**Run 1: gate families picked out**

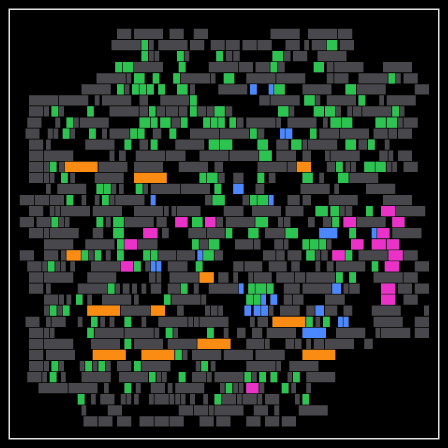
**Run 1: sequential cells coloured by netlist name**

Other sequential cells in the stronger grey, the rest of the logic in the fainter grey.
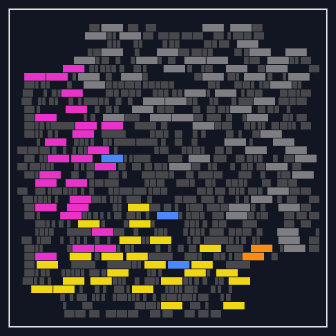
**Run 1: supply network**

Pins as bars on the die edge.
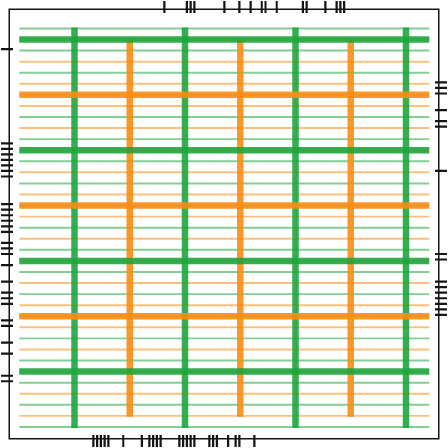
**Run 1: the clock network**

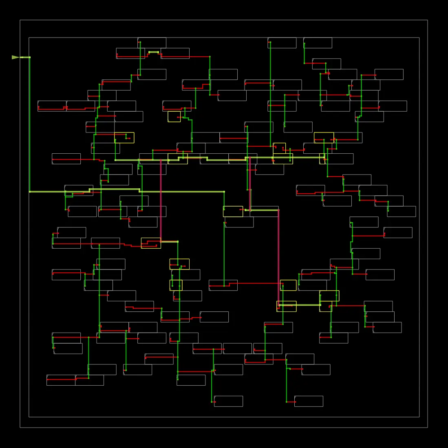
==> src/rtl/adder_seg_unit_if.sv <==
// rtl/adder_seg_unit_if.sv - adder callee handshake between FPU adder controller and segmented adder
interface adder_seg_unit_if;
  logic        Adder_valid;
  logic [24:0] Adder_datain1;
  logic [24:0] Adder_datain2;
  logic [24:0] Adder_dataout;
  logic        Adder_carryout;
  logic [1:0]  Adder_Exc;
  logic        Adder_ack;
  logic        Busy;

  modport master (
    output Adder_valid,
    output Adder_datain1,
    output Adder_datain2,
    input  Adder_dataout,
    input  Adder_carryout,
    input  Adder_Exc,
    input  Adder_ack,
    input  Busy
  );

  modport slave (
    input  Adder_valid,
    input  Adder_datain1,
    input  Adder_datain2,
    output Adder_dataout,
    output Adder_carryout,
    output Adder_Exc,
    output Adder_ack,
    output Busy
  );
endinterface

==> src/rtl/adder_seg_unit.sv <==
// rtl/adder_seg_unit.sv - segmented multi-cycle 25-bit adder responding on the adder handshake
module adder_seg_unit #(
  parameter int SEG_W = 5
) (
  input  logic CLK,
  input  logic RSTn,
  adder_seg_unit_if.slave bus
);

  localparam int N_SEG = 25 / SEG_W;
  localparam int CNT_W = (N_SEG > 1) ? $clog2(N_SEG) : 1;
  localparam logic [CNT_W-1:0] LAST_SEG = CNT_W'(N_SEG - 1);
  localparam logic [CNT_W-1:0] CNT_ONE  = CNT_W'(1);

  localparam logic [1:0] ST_IDLE     = 2'd0;
  localparam logic [1:0] ST_ADD      = 2'd1;
  localparam logic [1:0] ST_DONE     = 2'd2;
  localparam logic [1:0] ST_WAIT_REL = 2'd3;

  logic [1:0]       state_q, state_d;
  logic [24:0]      a_q, a_d;
  logic [24:0]      b_q, b_d;
  logic [24:0]      sum_q, sum_d;
  logic [CNT_W-1:0] cnt_q, cnt_d;
  logic             cin_q, cin_d;
  logic [24:0]      dout_q, dout_d;
  logic             cout_q, cout_d;
  logic [1:0]       exc_q, exc_d;
  logic             ack_q, ack_d;
  logic             busy_q, busy_d;

  logic [SEG_W-1:0] seg_a, seg_b;
  logic [SEG_W:0]   seg_sum;

  // One segment of the carry chain, selected by the segment counter
  always_comb begin
    seg_a   = a_q[int'(cnt_q) * SEG_W +: SEG_W];
    seg_b   = b_q[int'(cnt_q) * SEG_W +: SEG_W];
    seg_sum = {1'b0, seg_a} + {1'b0, seg_b} + {{SEG_W{1'b0}}, cin_q};
  end

  // Handshake state machine; results only change when DONE is entered
  always_comb begin
    state_d = state_q;
    a_d     = a_q;
    b_d     = b_q;
    sum_d   = sum_q;
    cnt_d   = cnt_q;
    cin_d   = cin_q;
    dout_d  = dout_q;
    cout_d  = cout_q;
    exc_d   = exc_q;
    ack_d   = 1'b0;

    case (state_q)
      ST_IDLE: begin
        if (bus.Adder_valid) begin
          if (bus.Adder_datain1[24]) begin
            // Operand 1 must be a non-negative mantissa; reject without adding
            dout_d  = '0;
            cout_d  = 1'b0;
            exc_d   = 2'b01;
            ack_d   = 1'b1;
            state_d = ST_DONE;
          end else begin
            a_d     = bus.Adder_datain1;
            b_d     = bus.Adder_datain2;
            sum_d   = '0;
            cnt_d   = '0;
            cin_d   = 1'b0;
            state_d = ST_ADD;
          end
        end
      end

      ST_ADD: begin
        if (!bus.Adder_valid) begin
          // Caller withdrew the request: drop it silently, keep old results
          state_d = ST_IDLE;
          cnt_d   = '0;
          cin_d   = 1'b0;
        end else begin
          sum_d[int'(cnt_q) * SEG_W +: SEG_W] = seg_sum[SEG_W-1:0];
          cin_d = seg_sum[SEG_W];
          cnt_d = cnt_q + CNT_ONE;
          if (cnt_q == LAST_SEG) begin
            dout_d  = sum_d;
            cout_d  = seg_sum[SEG_W];
            exc_d   = 2'b00;
            ack_d   = 1'b1;
            cnt_d   = '0;
            state_d = ST_DONE;
          end
        end
      end

      ST_DONE: begin
        state_d = bus.Adder_valid ? ST_WAIT_REL : ST_IDLE;
      end

      ST_WAIT_REL: begin
        // A valid still held from the finished request is not a new request
        if (!bus.Adder_valid) state_d = ST_IDLE;
      end

      default: state_d = ST_IDLE;
    endcase

    busy_d = (state_d != ST_IDLE);
  end

  // State and result registers, synchronous active-low reset wins over everything
  always_ff @(posedge CLK) begin
    if (!RSTn) begin
      state_q <= ST_IDLE;
      a_q     <= '0;
      b_q     <= '0;
      sum_q   <= '0;
      cnt_q   <= '0;
      cin_q   <= 1'b0;
      dout_q  <= '0;
      cout_q  <= 1'b0;
      exc_q   <= 2'b00;
      ack_q   <= 1'b0;
      busy_q  <= 1'b0;
    end else begin
      state_q <= state_d;
      a_q     <= a_d;
      b_q     <= b_d;
      sum_q   <= sum_d;
      cnt_q   <= cnt_d;
      cin_q   <= cin_d;
      dout_q  <= dout_d;
      cout_q  <= cout_d;
      exc_q   <= exc_d;
      ack_q   <= ack_d;
      busy_q  <= busy_d;
    end
  end

  assign bus.Adder_dataout  = dout_q;
  assign bus.Adder_carryout = cout_q;
  assign bus.Adder_Exc      = exc_q;
  assign bus.Adder_ack      = ack_q;
  assign bus.Busy           = busy_q;

endmodule

==> src/flat_wrapper.sv <==
// flat-port wrapper written by rule: the top's interface ports become plain ports
module adder_seg_unit_flat 
#(
  parameter int SEG_W = 5
)
  (CLK, RSTn, bus_Adder_valid, bus_Adder_datain1, bus_Adder_datain2, bus_Adder_dataout, bus_Adder_carryout, bus_Adder_Exc, bus_Adder_ack, bus_Busy);
  adder_seg_unit_if bus_i ();
  input  logic CLK;
  input  logic RSTn;
  input wire logic [$bits(bus_i.Adder_valid)-1:0] bus_Adder_valid;
  input wire logic [$bits(bus_i.Adder_datain1)-1:0] bus_Adder_datain1;
  input wire logic [$bits(bus_i.Adder_datain2)-1:0] bus_Adder_datain2;
  output wire logic [$bits(bus_i.Adder_dataout)-1:0] bus_Adder_dataout;
  output wire logic [$bits(bus_i.Adder_carryout)-1:0] bus_Adder_carryout;
  output wire logic [$bits(bus_i.Adder_Exc)-1:0] bus_Adder_Exc;
  output wire logic [$bits(bus_i.Adder_ack)-1:0] bus_Adder_ack;
  output wire logic [$bits(bus_i.Busy)-1:0] bus_Busy;
  assign bus_i.Adder_valid = bus_Adder_valid;
  assign bus_i.Adder_datain1 = bus_Adder_datain1;
  assign bus_i.Adder_datain2 = bus_Adder_datain2;
  assign bus_Adder_dataout = bus_i.Adder_dataout;
  assign bus_Adder_carryout = bus_i.Adder_carryout;
  assign bus_Adder_Exc = bus_i.Adder_Exc;
  assign bus_Adder_ack = bus_i.Adder_ack;
  assign bus_Busy = bus_i.Busy;
  adder_seg_unit #(.SEG_W(SEG_W)) u_core (.CLK(CLK), .RSTn(RSTn), .bus(bus_i));
endmodule
==> config.mk <==
export PLATFORM = sky130hd
export DESIGN_NAME = adder_seg_unit_flat
export DESIGN_NICKNAME = d
export VERILOG_FILES = /design/src/rtl/adder_seg_unit_if.sv /design/src/rtl/adder_seg_unit.sv /design/src/flat_wrapper.sv
export SDC_FILE = /design/constraint.sdc
export NUM_CORES = 1
export LEC_CHECK = 0
export CORE_MARGIN = 2
export CORE_UTILIZATION = 48
export DETAILED_ROUTE_END_ITERATION = 10
export HOLD_SLACK_MARGIN = 0.12
export PLACE_DENSITY = 0.73
export RECOVER_POWER = 50
export SKIP_LAST_GASP = 1
export SYNTH_ARGS = -nofsm -noshare
export SYNTH_HDL_FRONTEND = slang
export SYNTH_SLANG_ARGS = --single-unit
==> constraint.sdc <==
create_clock -name CLK -period 3.2 [get_ports CLK]
set_input_delay 0.32 -clock CLK [delete_from_list [all_inputs] [get_ports CLK]]
set_output_delay 0.32 -clock CLK [all_outputs]
set_load 0.02 [all_outputs]
==> results.ini, run 1 <==
[final_layout]
nNonClkBuffers = 95
comb_area_sq_mm = 0.002496
comb.multi_input.count = 423

[timing]
clock.fmax_ghz = 0.3322
setup_violations = 0
rsz0062_at_grt = false
hold_viol = 0
fin_crit_ns = 3.010
whs_ns = 0.4565
period_used_share = 0.9407

[hold_path]
hold_start = u_core.sum_q[19]
hp-class = reg -> reg
min_to = u_core.sum_q[19]

[critical_path]
cp_max_fo = 4
worstSetupStartpointType = flip-flop
crit_arrival_ns = 3.27
worstPathRequired_ns = 3.46
r2r-start = u_core.cnt_q[0]

[yosys]
mux_area_frac = 0.04482
topCellsByArea = dfxtp_1 (44%), nand2_1 (10%), a21oi_1 (8.1%), mux4_2 (3.2%), o21ai_0 (3.1%)
top_area_frac = 0.4441
synth.avg_cell_area_sq_um = 8.428
synth.distinct_cells = 54
ys_sh_simple = 0.2091
logic_family = AND-OR/OR-AND gates
synth_seq_share = 0.4441
top_area_cell = dfxtp_1
synthArstFlopShare = 0

[global_route]
grt_pass1_vias = 4133
antenna_found_initial = 0
track_usage = 0.2258

[clocking]
clk_pin_slew_worst_paths_ns = 0.10
cts_root_buf = clkbuf_8

[job]
cap_violations = 0

[drt]
drt_iter0_drc = 248
drc = 0

[placement]
place.port_buffers = 81
placed_cells = 773

[status]
status = finished clean

[pwr]
p_leak_nw = 2.229

Back to the opening pictures, 'gate families picked out':
Blue shows nor cells, cells 23, most used nor2_1. Orange shows mux cells, cells 12, most used mux4_2. Green shows aoi and oai cells, cells 156, most used a21oi_1. Magenta shows non-inverting ao/oa cells, cells 18, most used a22o_1.
fin cells: 788
Top cell excl fill/tap: nand2_1

Back to the opening pictures, 'sequential cells coloured by netlist name':
Magenta shows `u_core.b_q`, flops 25. Yellow shows `u_core.a_q`, flops 24. Orange shows `u_core.state_q`, flops 2. Blue shows `u_core.cnt_q`, flops 3.
Another 55 sequential cells are not coloured.
Seq area share: 0.3643
Seq. cell area: 0.002182 sq mm
Seq power: 1.41 mW
Final Util: 0.6072

Back to the opening pictures, 'supply network':
Green shows VSS. Orange shows VDD.
83 signal pins sit on the boundary. 37 met1 rails follow the rows.
die width: 105.2 microns
maximum vdd drop: 0.2199 mV
die height: 105.2 microns
core region area: 0.009864 sq mm

Back to the opening pictures, 'the clock network':
Clock Skew: 0.01164 ns
clk latency late pin: 0.37 ns

run 1: routing by layer:
metal  global-route usage  up-vias  wire length (microns)
li1                     -     2184                      -
met1               0.2975     2069                   5388
met2               0.3896      133                   6083
met3              0.03681        8                    626
met4              0.04857        0                     82
met5                    0        -                      0
run 1: power by group:
| part | internal, mW | switching (mW) | leakage [nW] |
|---|---|---|---|
| registers | 1.39 | 0.0187 | 0.883 |
| clock network | 0.291 | 0.477 | 0.0884 |
| logic | 0.123 | 0.160 | 1.26 |
| total | 1.80 | 0.655 | 2.23 |
run 1: per-stage QoR:
| stage | cell area (sq um) | utilization | worst slack [ns] | total power [mW] |
|---|---|---|---|---|
| final | 5989 | 0.6072 | 0.1897 | 2.458 |
| after global placement | 5822 | 0.5902 | 0.2127 | 1.719 |
| after global routing | 5989 | 0.6072 | 0.03510 | 2.558 |
| after detailed placement | 5822 | 0.5902 | 0.1174 | 1.724 |
| after CTS | 5996 | 0.6078 | 0.09820 | 2.469 |
| after floorplan | 4913 | - | 0.06531 | 1.605 |
run 1: synthesized netlist by cell type, drive strengths merged (2+ instances only):
cell type	n
o21ai	30
and2	2
nor2b	2
ha	10
a32oi	4
a21oi	81
nand2b	7
buf	20
inv	12
o22a	2
o21bai	2
dfxtp	109
a32o	6
a22o	7
o31ai	14
nor3	7
a22oi	10
a21boi	10
nand3	27
mux2i	5
fa	2
or2	2
nand4	2
o22ai	3
or3	7
mux4	7
clkbuf	18
nor2	12
and3	11
nand2	136
run 1: worst max-delay path: stages, from the launching register on:
cell	delay, ns
dfxtp_1	0.41
mux4_2	0.51
nand2_1	0.08
nand2_1	0.07
fa_1	0.44
fa_1	0.44
a211o_1	0.34
a21o_1	0.21
and3_1	0.18
a22o_1	0.23
==> inputs of run 2 (changes only) <==
--- a/config.mk
+++ b/config.mk
@@ -15,3 +15,4 @@
 export SYNTH_ARGS = -nofsm -noshare
 export SYNTH_HDL_FRONTEND = slang
 export SYNTH_SLANG_ARGS = --single-unit
+export TNS_END_PERCENT = 10
**Run 2: the clock network**

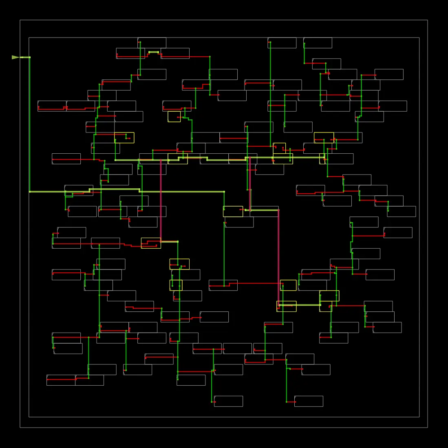
TritonCTS buffer count: 9
clk_buf instances: 10
CTS Sinks: 109

**Run 2: gate families picked out**

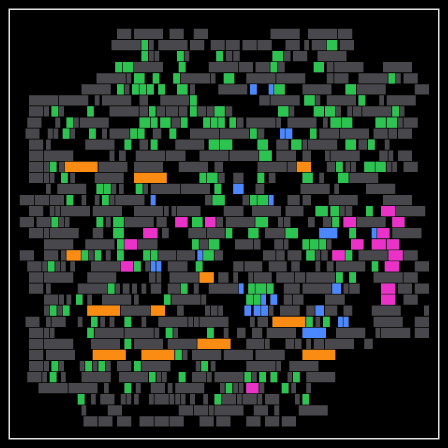
Comb/total area: 0.4168

**Run 2: sequential cells coloured by netlist name**

Other sequential cells in the stronger grey, the rest of the logic in the fainter grey.
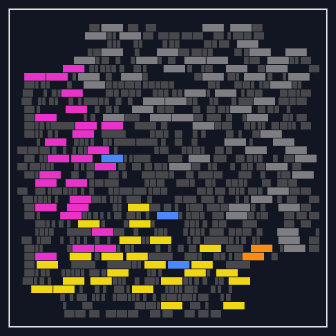
Blue shows `u_core.cnt_q`, flops 3. Magenta shows `u_core.b_q`, flops 25. Orange shows `u_core.state_q`, flops 2. Yellow shows `u_core.a_q`, flops 24.
Another 55 sequential cells are not coloured.

==> results.ini, run 2 <==
[timing]
hold_viol = 0
postLayoutSetupSlackWorst_ns = 0.1897
setup_violations = 0
period_used_share = 0.9407
fin_crit_ns = 3.010
rsz0062_at_grt = false
skew_ns = 0.01164

[placement]
place_area_sq_mm = 0.005822
placed_cells = 773
place.port_buffers = 81

[pwr]
worst_ir_drop_vdd_mv = 0.2199
fin_total_pwr_mw = 2.458
p_leak_nw = 2.229

[clocking]
cts_root_buf = clkbuf_8
clk_pin_slew_worst_paths_ns = 0.10

[critical_path]
cp_max_fo = 4
cp_top_family = adder cells
max_stage_delay_ns = 0.51
critPathSlowestCell = mux4_2
crit_chain = mux4_2, nand2_1, nand2_1, fa_1, fa_1, a211o_1, a21o_1, and3_1, a22o_1
worstPathRequired_ns = 3.46
crit_arrival_ns = 3.27

[yosys]
synth_seq_share = 0.4441
synthArstFlopShare = 0
top_area_cell = dfxtp_1
top_cell = nand2_1
top_area_frac = 0.4441

[global_route]
antenna_found_initial = 0
grt_pass1_vias = 4133
track_usage = 0.2258

[hold_path]
hp-class = reg -> reg

[drt]
drc = 0
drt_iter0_drc = 248

[floorplanning]
core_area_sq_mm = 0.009864

[status]
status = finished clean

[final_layout]
mostFrequentLayoutCell = nand2_1

[job]
cap_violations = 0

## run 2: timing repair
action | 4_1_cts | 5_1_grt
endpoints found under the hold margin | 0 | 0
gates resized | 0 | 1
setup endpoints to repair | 0 | 2
## run 2: path summary, 6_finish.rpt
check	from	endpoint	slack [ns]	cells past startpoint
min	u_core.sum_q[19]	u_core.sum_q[19]	0.46	2
min reg2reg	u_core.sum_q[19]	u_core.sum_q[19]	0.46	2
max reg2reg	u_core.cnt_q[0]	u_core.bus.Adder_dataout[9]	0.19	9
max	u_core.cnt_q[0]	u_core.bus.Adder_dataout[9]	0.19	9
## run 2: layout make-up
| cell class | count | area (sq um) | share of cell area |
|---|---|---|---|
| flip-flops and latches | 109 | 2182 | 0.3643 |
| clock buffers | 10 | 127.6 | 0.02131 |
| clock inverters | 5 | 46.29 | 0.007729 |
| well taps | 133 | 166.4 | 0.02778 |
| inverters | 13 | 48.80 | 0.008147 |
| repair buffers | 95 | 922.1 | 0.1540 |
| multi-input cells | 423 | 2496 | 0.4168 |
## run 2: metal layers
layer,part of all wire,vias to the layer above,track usage
met4,0.0067,0,0.04857
met1,0.44,2069,0.2975
met2,0.50,133,0.3896
li1,-,2184,-
met3,0.051,8,0.03681
met5,0,-,0
## run 2: kinds of logic (layout without fill, tap and decap cells)
logic type | after synthesis | in the layout
adder cells (fa/ha/maj) | 12 | 12
AND-OR/OR-AND | 174 | 174
buffers and inverters | 51 | 123
multiplexers | 12 | 12
other | 1 | 1
flip-flops | 109 | 109
AND/OR/NAND/NOR | 223 | 223
XOR/XNOR | 1 | 1
## run 2: power by group
group	internal (mW)	switching (mW)	leakage [nW]
Combinational	0.123	0.160	1.26
Sequential	1.39	0.0187	0.883
Clock	0.291	0.477	0.0884
Total	1.80	0.655	2.23
No activity file was given, so power comes from the tool's default toggle rates.
